**Run 1: routing congestion map**

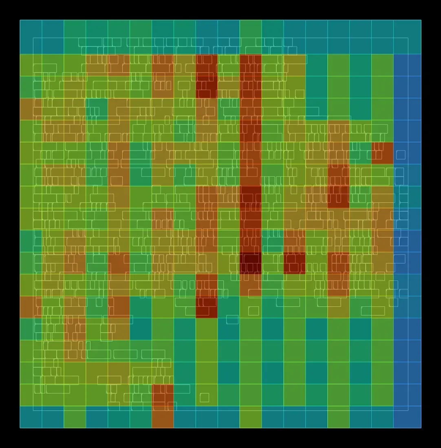
**Run 1: signal wires by layer**

Scale bar: 50 um. Only two layers are drawn.
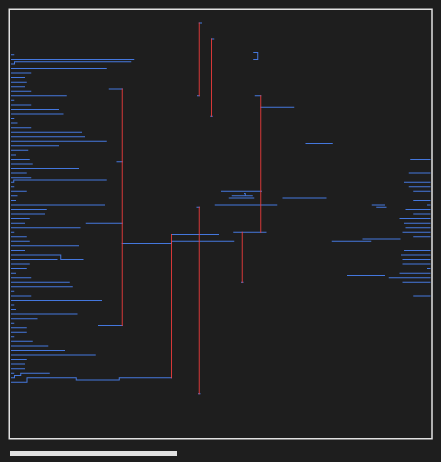
**Run 1: logic cells by family**

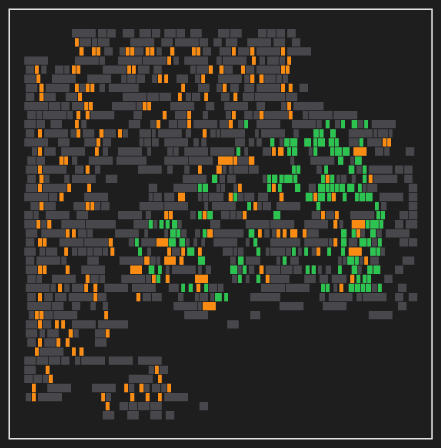
===== config.mk =====
export PLATFORM = sky130hd
export DESIGN_NAME = prach_fft_ctrl
export DESIGN_NICKNAME = d
export VERILOG_FILES = /design/src/rtl/prach_fft_ctrl.sv
export SDC_FILE = /design/constraint.sdc
export NUM_CORES = 1
export LEC_CHECK = 0
export ABC_AREA = 1
export CORE_AREA = 4 4 122 124
export CTS_CLUSTER_SIZE = 24
export DETAILED_ROUTE_END_ITERATION = 8
export DIE_AREA = 0 0 126 128
export PLACE_DENSITY = 0.72
export SYNTH_ARGS = -nofsm -noshare
export SYNTH_HDL_FRONTEND = slang
export SYNTH_SLANG_ARGS = --single-unit

===== constraint.sdc =====
create_clock -name clk -period 2.6 [get_ports clk]
set_input_delay 0.39 -clock clk [delete_from_list [all_inputs] [get_ports clk]]
set_output_delay 0.39 -clock clk [all_outputs]
set_load 0.1 [all_outputs]

===== src/rtl/prach_fft_ctrl.sv =====
// rtl/prach_fft_ctrl.sv - PRACH burst sequencer between a sample stream, an FFT core and the bin stream
// Optional DRAIN watchdog: define PRACH_FFT_CTRL_TIMEOUT_EN
module prach_fft_ctrl #(
  parameter int NUM_FFT_POINTS = 1536,
  parameter int MAX_SYM        = 14
) (
  input  logic        clk,
  input  logic        rst_n,
  input  logic        start,
  input  logic        abort,
  input  logic [3:0]  num_sym,
  input  logic [15:0] s_dr,
  input  logic [15:0] s_di,
  input  logic        s_dv,
  output logic [15:0] fft_din_dr,
  output logic [15:0] fft_din_di,
  output logic        fft_din_dv,
  output logic        fft_sync_in,
  input  logic [15:0] fft_dout_dr,
  input  logic [15:0] fft_dout_di,
  input  logic        fft_dout_dv,
  input  logic        fft_sync_out,
  output logic [15:0] m_dr,
  output logic [15:0] m_di,
  output logic        m_dv,
  output logic        m_last,
  output logic [10:0] m_idx,
  output logic [3:0]  m_sym,
  output logic        busy,
  output logic        done,
  output logic        err
);

  typedef enum logic [1:0] {IDLE, ARM, FEED, DRAIN} state_t;

  localparam logic [10:0] LAST_IDX  = 11'(NUM_FFT_POINTS - 1);
  localparam logic [3:0]  MAX_SYM_W = 4'(MAX_SYM);

  state_t      state;
  logic [10:0] in_idx;
  logic [3:0]  in_sym;
  logic [3:0]  sym_total;
  logic        first_out;

  logic [3:0]  num_sym_eff;
  logic [10:0] nxt_idx;
  logic [3:0]  nxt_sym;
  logic        sync_err;
  logic        out_fire;
  logic        burst_end;

`ifdef PRACH_FFT_CTRL_TIMEOUT_EN
  logic [11:0] wd_cnt;
`endif

  always_comb begin
    num_sym_eff = num_sym;
    if (num_sym == 4'd0)
      num_sym_eff = 4'd1;
    else if (num_sym > MAX_SYM_W)
      num_sym_eff = MAX_SYM_W;
  end

  // A premature sync restarts the bin index but keeps the symbol number;
  // a natural wrap (with or without sync) advances the symbol.
  always_comb begin
    nxt_idx = m_idx + 11'd1;
    nxt_sym = m_sym;
    if (first_out) begin
      nxt_idx = '0;
      nxt_sym = '0;
    end else if (m_idx == LAST_IDX) begin
      nxt_idx = '0;
      nxt_sym = m_sym + 4'd1;
    end else if (fft_sync_out) begin
      nxt_idx = '0;
    end
    sync_err  = fft_sync_out && !first_out && (m_idx != LAST_IDX);
    out_fire  = fft_dout_dv && ((state == FEED) || (state == DRAIN));
    burst_end = out_fire && (state == DRAIN) && (nxt_idx == LAST_IDX) &&
                (nxt_sym == sym_total - 4'd1);
  end

  always_ff @(posedge clk) begin
    if (!rst_n) begin
      state       <= IDLE;
      in_idx      <= '0;
      in_sym      <= '0;
      sym_total   <= '0;
      first_out   <= 1'b0;
      fft_din_dr  <= '0;
      fft_din_di  <= '0;
      fft_din_dv  <= 1'b0;
      fft_sync_in <= 1'b0;
      m_dr        <= '0;
      m_di        <= '0;
      m_dv        <= 1'b0;
      m_last      <= 1'b0;
      m_idx       <= '0;
      m_sym       <= '0;
      busy        <= 1'b0;
      done        <= 1'b0;
      err         <= 1'b0;
`ifdef PRACH_FFT_CTRL_TIMEOUT_EN
      wd_cnt      <= '0;
`endif
    end else if (abort) begin
      state       <= IDLE;
      in_idx      <= '0;
      in_sym      <= '0;
      first_out   <= 1'b0;
      fft_din_dv  <= 1'b0;
      fft_sync_in <= 1'b0;
      m_dv        <= 1'b0;
      m_last      <= 1'b0;
      m_idx       <= '0;
      m_sym       <= '0;
      busy        <= 1'b0;
      done        <= 1'b0;
`ifdef PRACH_FFT_CTRL_TIMEOUT_EN
      wd_cnt      <= '0;
`endif
    end else begin
      done        <= 1'b0;
      fft_din_dv  <= 1'b0;
      fft_sync_in <= 1'b0;
      m_dv        <= 1'b0;
      m_last      <= 1'b0;

      case (state)
        IDLE: begin
          if (start) begin
            state     <= ARM;
            busy      <= 1'b1;
            err       <= 1'b0;
            sym_total <= num_sym_eff;
            in_idx    <= '0;
            in_sym    <= '0;
            m_idx     <= '0;
            m_sym     <= '0;
            first_out <= 1'b1;
          end
        end
        ARM, FEED: begin
          if (s_dv) begin
            state       <= FEED;
            fft_din_dr  <= s_dr;
            fft_din_di  <= s_di;
            fft_din_dv  <= 1'b1;
            fft_sync_in <= (in_idx == '0);
            if (in_idx == LAST_IDX) begin
              in_idx <= '0;
              in_sym <= in_sym + 4'd1;
              if (in_sym == sym_total - 4'd1)
                state <= DRAIN;
            end else begin
              in_idx <= in_idx + 11'd1;
            end
          end
        end
        default: ;
      endcase

      if (out_fire) begin
        m_dr      <= fft_dout_dr;
        m_di      <= fft_dout_di;
        m_dv      <= 1'b1;
        m_idx     <= nxt_idx;
        m_sym     <= nxt_sym;
        m_last    <= (nxt_idx == LAST_IDX);
        first_out <= 1'b0;
        if (sync_err)
          err <= 1'b1;
        if (burst_end) begin
          done  <= 1'b1;
          state <= IDLE;
          busy  <= 1'b0;
        end
      end

`ifdef PRACH_FFT_CTRL_TIMEOUT_EN
      // Fires on the 4095th consecutive DRAIN cycle without FFT output.
      if ((state != DRAIN) || fft_dout_dv) begin
        wd_cnt <= '0;
      end else if (wd_cnt == 12'd4094) begin
        wd_cnt <= '0;
        err    <= 1'b1;
        state  <= IDLE;
        busy   <= 1'b0;
      end else begin
        wd_cnt <= wd_cnt + 12'd1;
      end
`endif
    end
  end

endmodule


==> Slide: Implementation Results, run 1 <==
Key Metrics from the Run

Synth
  – Biggest area cells: dfxtp_1 46%, nor2_1 14%, o21ai_0 8.2%
  – Synth Area per Inst: ~7.2 sq um
  – Syn. warnings: 0
  – Async S/R FF share, synth: 0%
  – Yosys top cell by area: dfxtp_1
  – XORs/XNORs by Area: under 10%
  – Floorplan Nets: ~740
  – Yosys stat cell total: between 600 and 700
  – Most common cell in the synthesized netlist: nor2_1
  – Main logic family: simple AND/OR/NAND/NOR gates
  – Synthesized area: ~0.0047 sq mm
  – Ranking of synthesized cells by instance count: 170 x nor2_1, 108 x dfxtp_1, 80 x nand2_1, 77 x o21ai_0, 56 x inv_1
  – Seq/Total Area, Yosys: 45.76%
  – Ys flop type: dfxtp_1
  – Mux share: 0%
  – Unique cell types: 37
  – Count of library flops with an enable pin: 0
  – Adder and majority gate portion of the synthesized area: between 2 and 2.5%

Detailed routing
  – Highest routed layer: met4
  – Antenna viol nets, final: 0
  – Vias per inst: ~4.7
  – DR vias: around 4,700
  – DRT iter0 DRCs: between 300 and 400
  – Detailed-routed wire length on met3: about 1.1 mm
  – M1 WL: between 6 and 7 mm
  – Total wire length: 13.04 mm
  – DR DRC count: 0
  – Drt first pass iters: 4
  – WL met2: 5.570 mm

Timing
  – Highest clock rate: 0.4542 GHz
  – Worst Tran Pin Value: roughly 0.74 ns
  – Setup Skew: 0.01249 ns
  – Minimum clock period: ~2.2 ns
  – Final hold vios: 0
  – Final hold slack: between 0.3 and 0.4 ns
  – Fin crit share: 84.68%
  – Max-slew violations: 0
  – RSZ-0062 raised after global routing: no
  – Final setup vio count: 0

Setup path
  – Crit Path Max Fanout: 24
  – CP arrival: around 2.5 ns
  – Worst R2R Setup Slack: around 0.40 ns
  – Crit-path leading delay family: buffers and inverters
  – CP required: ~2.9 ns
  – Slowest cell on crit path: inv_1
  – Most used cell, CP: nor2_1
  – Startpoint Class: flop
  – Worst-path cell chain: inv_1 > ha_1 > nand2_2 > nor2_1 > inv_1 > buf_4 > nor2_1 > nor2_1
  – Buffers plus inverters on the worst setup path: 3
  – R2R cell count: 8
  – CP Capture Type: flop
  – Crit Reg-Reg Endpoint: fft_din_dr[13]
  – Worst path max stage delay: around 0.55 ns

Floorplan
  – Num ports: 161
  – Chip area: between 0.015 and 0.02 sq mm
  – Die height: 128 um
  – Die width: between 100 and 150 um
  – Core area: around 0.014 sq mm

CTS
  – H-tree depth: 3
  – Clock sinks: 108
  – Root Buffer: clkbuf_16
  – Hold buffers post-CTS: 0
  – Clock-pin slew of the registers on the worst-case setup and hold paths: ~0.07 ns
  – Num CTS Buffers: 9
  – Post-CTS sizing: 0
  – CTS tree: yes
  – Clk ins delay skew pair: approximately 0.35 ns

Min path
  – Hold WC Path Type: in2reg
  – Endpoint, Worst Hold: err
  – Hold Path Depth: 3

Global route
  – GR peak layer: met2
  – Remaining Overflow, GRT: 0
  – Initial antenna violation count: 0
  – Met1 usage: about a fifth
  – Largest net degree at the start of global routing: 68
  – GR Layer Usage met2: 23.85%
  – All-layer global routing usage: between 10% and 20%

Finish
  – Final nets: just under 900
  – Layout cells sized above 1: between 10% and 20%
  – Commonest Layout Cell: nor2_1
  – Number of fill cells: around 1,400
  – Area Overhead vs Synth: 39.04%
  – # diodes: 0
  – Top Layout Cells: 169 x nor2_1, 108 x dfxtp_1, 94 x buf_4, 80 x nand2_1, 77 x o21ai_0

Placement
  – Placed cells: between 900 and 1,000
  – IO buf count: roughly 160
  – RePlAce Congestion: ~0.83

Run
  – Log Warnings: 29
  – Max-cap violations: 0

Pwr
  – PwrDens: 521.5 mW/mm^2
  – Worst IR Drop VDD: about 380 uV

Status
  – Status: completed
## Picture notes: 'routing congestion map'
met3 global-route usage: 5.458%
Avg WL per Cell: 13.14 um
Final Core Density: 47.69%

## Picture notes: 'signal wires by layer'
| color | layer | wire length |
|---|---|---|
| red | M4 | 270 um |
| blue | M3 | 1,120 um |

## Picture notes: 'logic cells by family'
| color | family | cells |
|---|---|---|
| green | nand cells | 132 |
| orange | nor cells | 185 |

run 1: layout make-up:
cell class	count	area [sq um]	area share, %
flip-flops and latches	108	2162	32.91
inverters	58	217.7	3.314
clock inverters	6	52.55	0.8000
well taps	180	225.2	3.429
repair buffers	168	1441	21.94
multi-input cells	463	2245	34.17
clock buffers	9	225.2	3.429
run 1: metrics by stage:
stage / total power, mW / setup WS, ns
2_1_floorplan: 1.980 / 0.1027
3_3_place_gp: 2.153 / 0.4613
3_5_place_dp: 2.155 / 0.4112
4_1_cts: 3.461 / 0.3937
5_1_grt: 3.568 / 0.1733
6_report: 3.426 / 0.3982
run 1: flip-flops by register name, summed over array words and instances, names as in the netlist, 2 cells and up:
name / cells
fft_din_di: 16
fft_din_dr: 16
in_idx: 11
in_sym: 4
m_di: 16
m_dr: 16
m_idx: 11
m_sym: 4
state: 2
sym_total: 4
run 1: where the power goes:
group          total, mW  internal (mW)  switching (mW)
logic              0.423          0.165           0.258
registers           1.69           1.68          0.0161
clock network       1.31          0.657           0.651
run 1: cells by family after synthesis:
| kind of cell | Yosys count |
|---|---|
| xor gates and xnor gates | 8 |
| adders and majority gates | 9 |
| buffers and inverters | 82 |
| AOI/OAI and AO/OA | 127 |
| DFF | 108 |
| and+or+nand+nor | 319 |
run 1: worst max path at each step:
stage          startpoint              to  slack, ns  depth (start not counted)
6_report         state[0]  fft_din_dr[13]       0.40                          8
5_1_grt          state[0]   fft_din_di[5]       0.17                          8
4_1_cts          state[0]  fft_din_dr[13]       0.39                          8
3_5_place_dp     state[0]  fft_din_dr[13]       0.41                          8
3_3_place_gp     state[0]   fft_din_di[0]       0.46                          8
2_1_floorplan    m_idx[0]            busy       0.10                         12
run 1: worst min-delay path, delay by kind of cell:
kind / cells / cell delay (ns)
compound gates: 1 / 0.12
buf+inv: 2 / 0.18
--- run 2 (diff from run 1) ---
==> constraint.sdc (replaced) <==
create_clock -name clk -period 2.22 [get_ports clk]
set_input_delay 0.333 -clock clk [delete_from_list [all_inputs] [get_ports clk]]
set_output_delay 0.333 -clock clk [all_outputs]
set_load 0.1 [all_outputs]
**Run 2: routing congestion map**

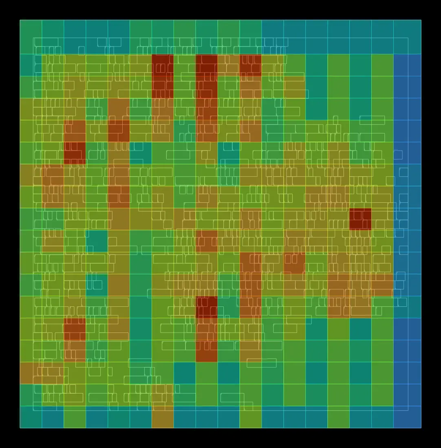
met3 global-route usage: 5.042%
Avg WL per Cell: 13.32 um
Final Core Density: 48.22%
met1 usage: 21.07%

**Run 2: logic cells by family**

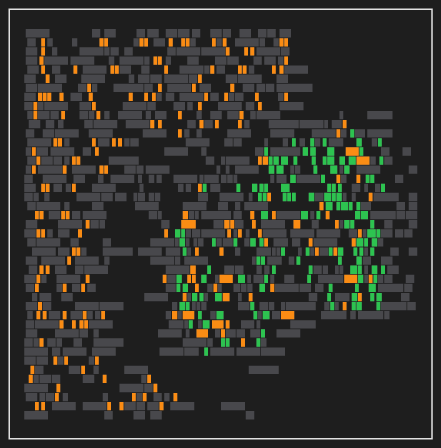
| color | family | cells |
|---|---|---|
| orange | nor cells | 185 |
| green | nand cells | 132 |
logic share of the area: 33.80%
Layout Cells excl Fill: 995
Commonest Layout Cell: nor2_1

==> run 2 against run 1 <==
Cell count increased by 0.30%. Clock skew is 0.0021 ns lower. Area after synthesis unchanged. Design area grew 1.1%. Die area unchanged. Combinational power increased by about 20%. Critical path depth increased by 4. First-iteration DRC count decreased by 21%. Highest routed layer unchanged.
==> Slide: Implementation Results, run 2 <==
Key Metrics from the Run

CTS
  – Post-CTS sizing: 0 (unchanged)
  – CTS tree: yes (unchanged)
  – Hold buffers post-CTS: 0 (unchanged)
  – Root Buffer: clkbuf_16 (unchanged)
  – H-tree depth: 3 (unchanged)
  – Clock-pin slew of the registers on the worst-case setup and hold paths: 0.07 ns (about the same)
  – Clk ins delay skew pair: 0.35 ns (about the same)
  – Num CTS Buffers: 9 (unchanged)
  – Setup Buffers After CTS: 0 (unchanged)
  – Clock sinks: 108 (unchanged)

Synth
  – Syn. warnings: 0 (unchanged)
  – Synth Area per Inst: 7.235 sq um (unchanged)
  – Yosys top cell by area: dfxtp_1 (unchanged)
  – XORs/XNORs by Area: 1.483% (unchanged)
  – Mux share: 0% (unchanged)
  – Floorplan Nets: 737 (unchanged)
  – And+or+nand+nor area frac: 29.08% (unchanged)
  – Most common cell in the synthesized netlist: nor2_1 (unchanged)
  – Async S/R FF share, synth: 0% (unchanged)
  – Seq/Total Area, Yosys: 45.76% (unchanged)
  – Adder and majority gate portion of the synthesized area: 2.383% (unchanged)
  – Count of library flops with an enable pin: 0 (unchanged)
  – Main logic family: simple AND/OR/NAND/NOR gates (unchanged)
  – Unique cell types: 37 (unchanged)
  – Biggest area cells: dfxtp_1 46%, nor2_1 14%, o21ai_0 8.2% (unchanged)
  – Synthesized area: 0.004725 sq mm (unchanged)
  – Yosys stat cell total: 653 (unchanged)

Timing
  – Fin crit share: 89.42% (was 84.68%)
  – Final worst slack: 0.2348 ns (was 0.3982 ns)
  – Max-slew violations: 0 (unchanged)
  – TNS Setup: 0 ns (unchanged)
  – Worst Tran Pin Value: 0.5864 ns (was 0.7377 ns)
  – Final hold vios: 0 (unchanged)
  – Setup Skew: 0.01040 ns (was 0.01249 ns)
  – Minimum clock period: 1.985 ns (was 2.202 ns)
  – RSZ-0062 raised after global routing: no (unchanged)
  – Final setup vio count: 0 (unchanged)
  – Highest clock rate: 0.5037 GHz (was 0.4542 GHz)

Setup path
  – CP required: 2.47 ns (was 2.88 ns)
  – CP Capture Type: flop (unchanged)
  – Startpoint Class: flop (unchanged)
  – CP arrival: 2.23 ns (was 2.48 ns)
  – R2R cell count: 12 (was 8)
  – Crit Path Max Fanout: 7 (was 24)

Run
  – Max-cap violations: 0 (unchanged)
  – Log Warnings: 29 (unchanged)

Finish
  – Number of fill cells: 1,428 (was 1,388)
  – Final nets: 895 (was 892)
  – Top Layout Cells: 169 x nor2_1, 98 x dfxtp_1, 96 x buf_4, 80 x nand2_1, 77 x o21ai_0 (was 169 x nor2_1, 108 x dfxtp_1, 94 x buf_4, 80 x nand2_1, 77 x o21ai_0)
  – Comb. cell area: 0.002245 sq mm (unchanged)
  – Layout cells sized above 1: 18.04% (was 16.38%)
  – Area Overhead vs Synth: 40.57% (was 39.04%)
  – Total area of sequential cells: 0.002175 sq mm (was 0.002162 sq mm)
  – # diodes: 0 (unchanged)

Floorplan
  – Chip area: 0.01613 sq mm (unchanged)
  – Die height: 128 um (unchanged)
  – Core area: 0.01377 sq mm (unchanged)
  – Num ports: 161 (unchanged)
  – Die width: 126 um (unchanged)

Min path
  – Hold WC Path Type: in2reg (unchanged)
  – Hold Path Depth: 3 (unchanged)

Global route
  – Largest net degree at the start of global routing: 68 (unchanged)
  – All-layer global routing usage: 16.21% (was 15.76%)
  – Remaining Overflow, GRT: 0 (unchanged)
  – Global-route wire length before repair: 21.63 mm (was 20.91 mm)

Status
  – Status: completed (unchanged)

Detailed routing
  – DRT iter0 DRCs: 240 (was 304)
  – DR vias: 4,685 (was 4,663)
  – Drt first pass iters: 4 (unchanged)
  – DR DRC count: 0 (unchanged)
  – Total wire length: 13.25 mm (was 13.04 mm)
  – Antenna viol nets, final: 0 (unchanged)
  – Vias per inst: 4.709 (was 4.701)

Pwr
  – PwrDens: 619.3 mW/mm^2 (was 521.5 mW/mm^2)
  – Worst IR Drop VDD: 324.8 uV (was 375.7 uV)
  – Final Total Pwr: 4.113 mW (was 3.426 mW)

Placement
  – Pre-CTS setup slack: 0.1488 ns (was 0.4112 ns)
  – IO buf count: 160 (unchanged)
  – RePlAce Congestion: 0.9025 (was 0.8305)
[run 2: routing by layer]
layer,track usage (%),wire (um),vias up
met2,24.76,5841,139
met4,7.256,308,0
met1,21.07,6060,2091
met3,5.042,1040,24
li1,-,-,2431
met5,0,0,-
[run 2: per-stage QoR]
stage	hold WS, ns	util, %	instances
2_1_floorplan	0.4565	-	653
3_3_place_gp	0.4722	46.02	980
3_5_place_dp	0.4780	46.02	980
4_1_cts	0.2965	48.17	995
5_1_grt	0.3262	48.22	995
6_report	0.3120	48.22	995
[run 2: area by class of cell]
cell class	count	share of cell area, %
clock buffers	9	3.391
clock inverters	6	1.074
inverters	58	3.372
multi-input cells	463	33.80
flip-flops and latches	108	32.74
well taps	180	3.391
repair buffers	171	22.23
[run 2: report_power, final]
| part | switching [mW] | total [mW] | internal, mW | leakage [nW] |
|---|---|---|---|---|
| registers | 0.0182 | 1.98 | 1.96 | 0.878 |
| logic | 0.307 | 0.506 | 0.199 | 1.89 |
| clock network | 0.743 | 1.62 | 0.881 | 0.144 |
| total | 1.07 | 4.11 | 3.04 | 2.91 |
[run 2: worst paths after layout]
check,from,to,slack (ns)
min reg2reg,in_idx[0],in_idx[0],0.49
max reg2reg,m_idx[0],state[1],0.23
max,m_idx[0],state[1],0.23
min,rst_n,err,0.31
[run 2: worst max-delay path, stage by stage, from the launching register on]
cell and delay, ns:
dfxtp_2 0.40, ha_1 0.23, nand2_2 0.09, nor2_4 0.18, a21oi_1 0.09, nor2_1 0.21
nand2_1 0.08, nor2_1 0.18, nand3_1 0.11, nor2_1 0.10, nand2_1 0.09, nand2_2 0.09
nor2_1 0.04
[run 2: cell families after synthesis]
group / Yosys count
flops: 108
simple gates: 319
xor+xnor: 8
compound gates: 127
fa+ha+maj: 9
buf+inv: 82
Power is estimated from default activity; no workload was simulated.
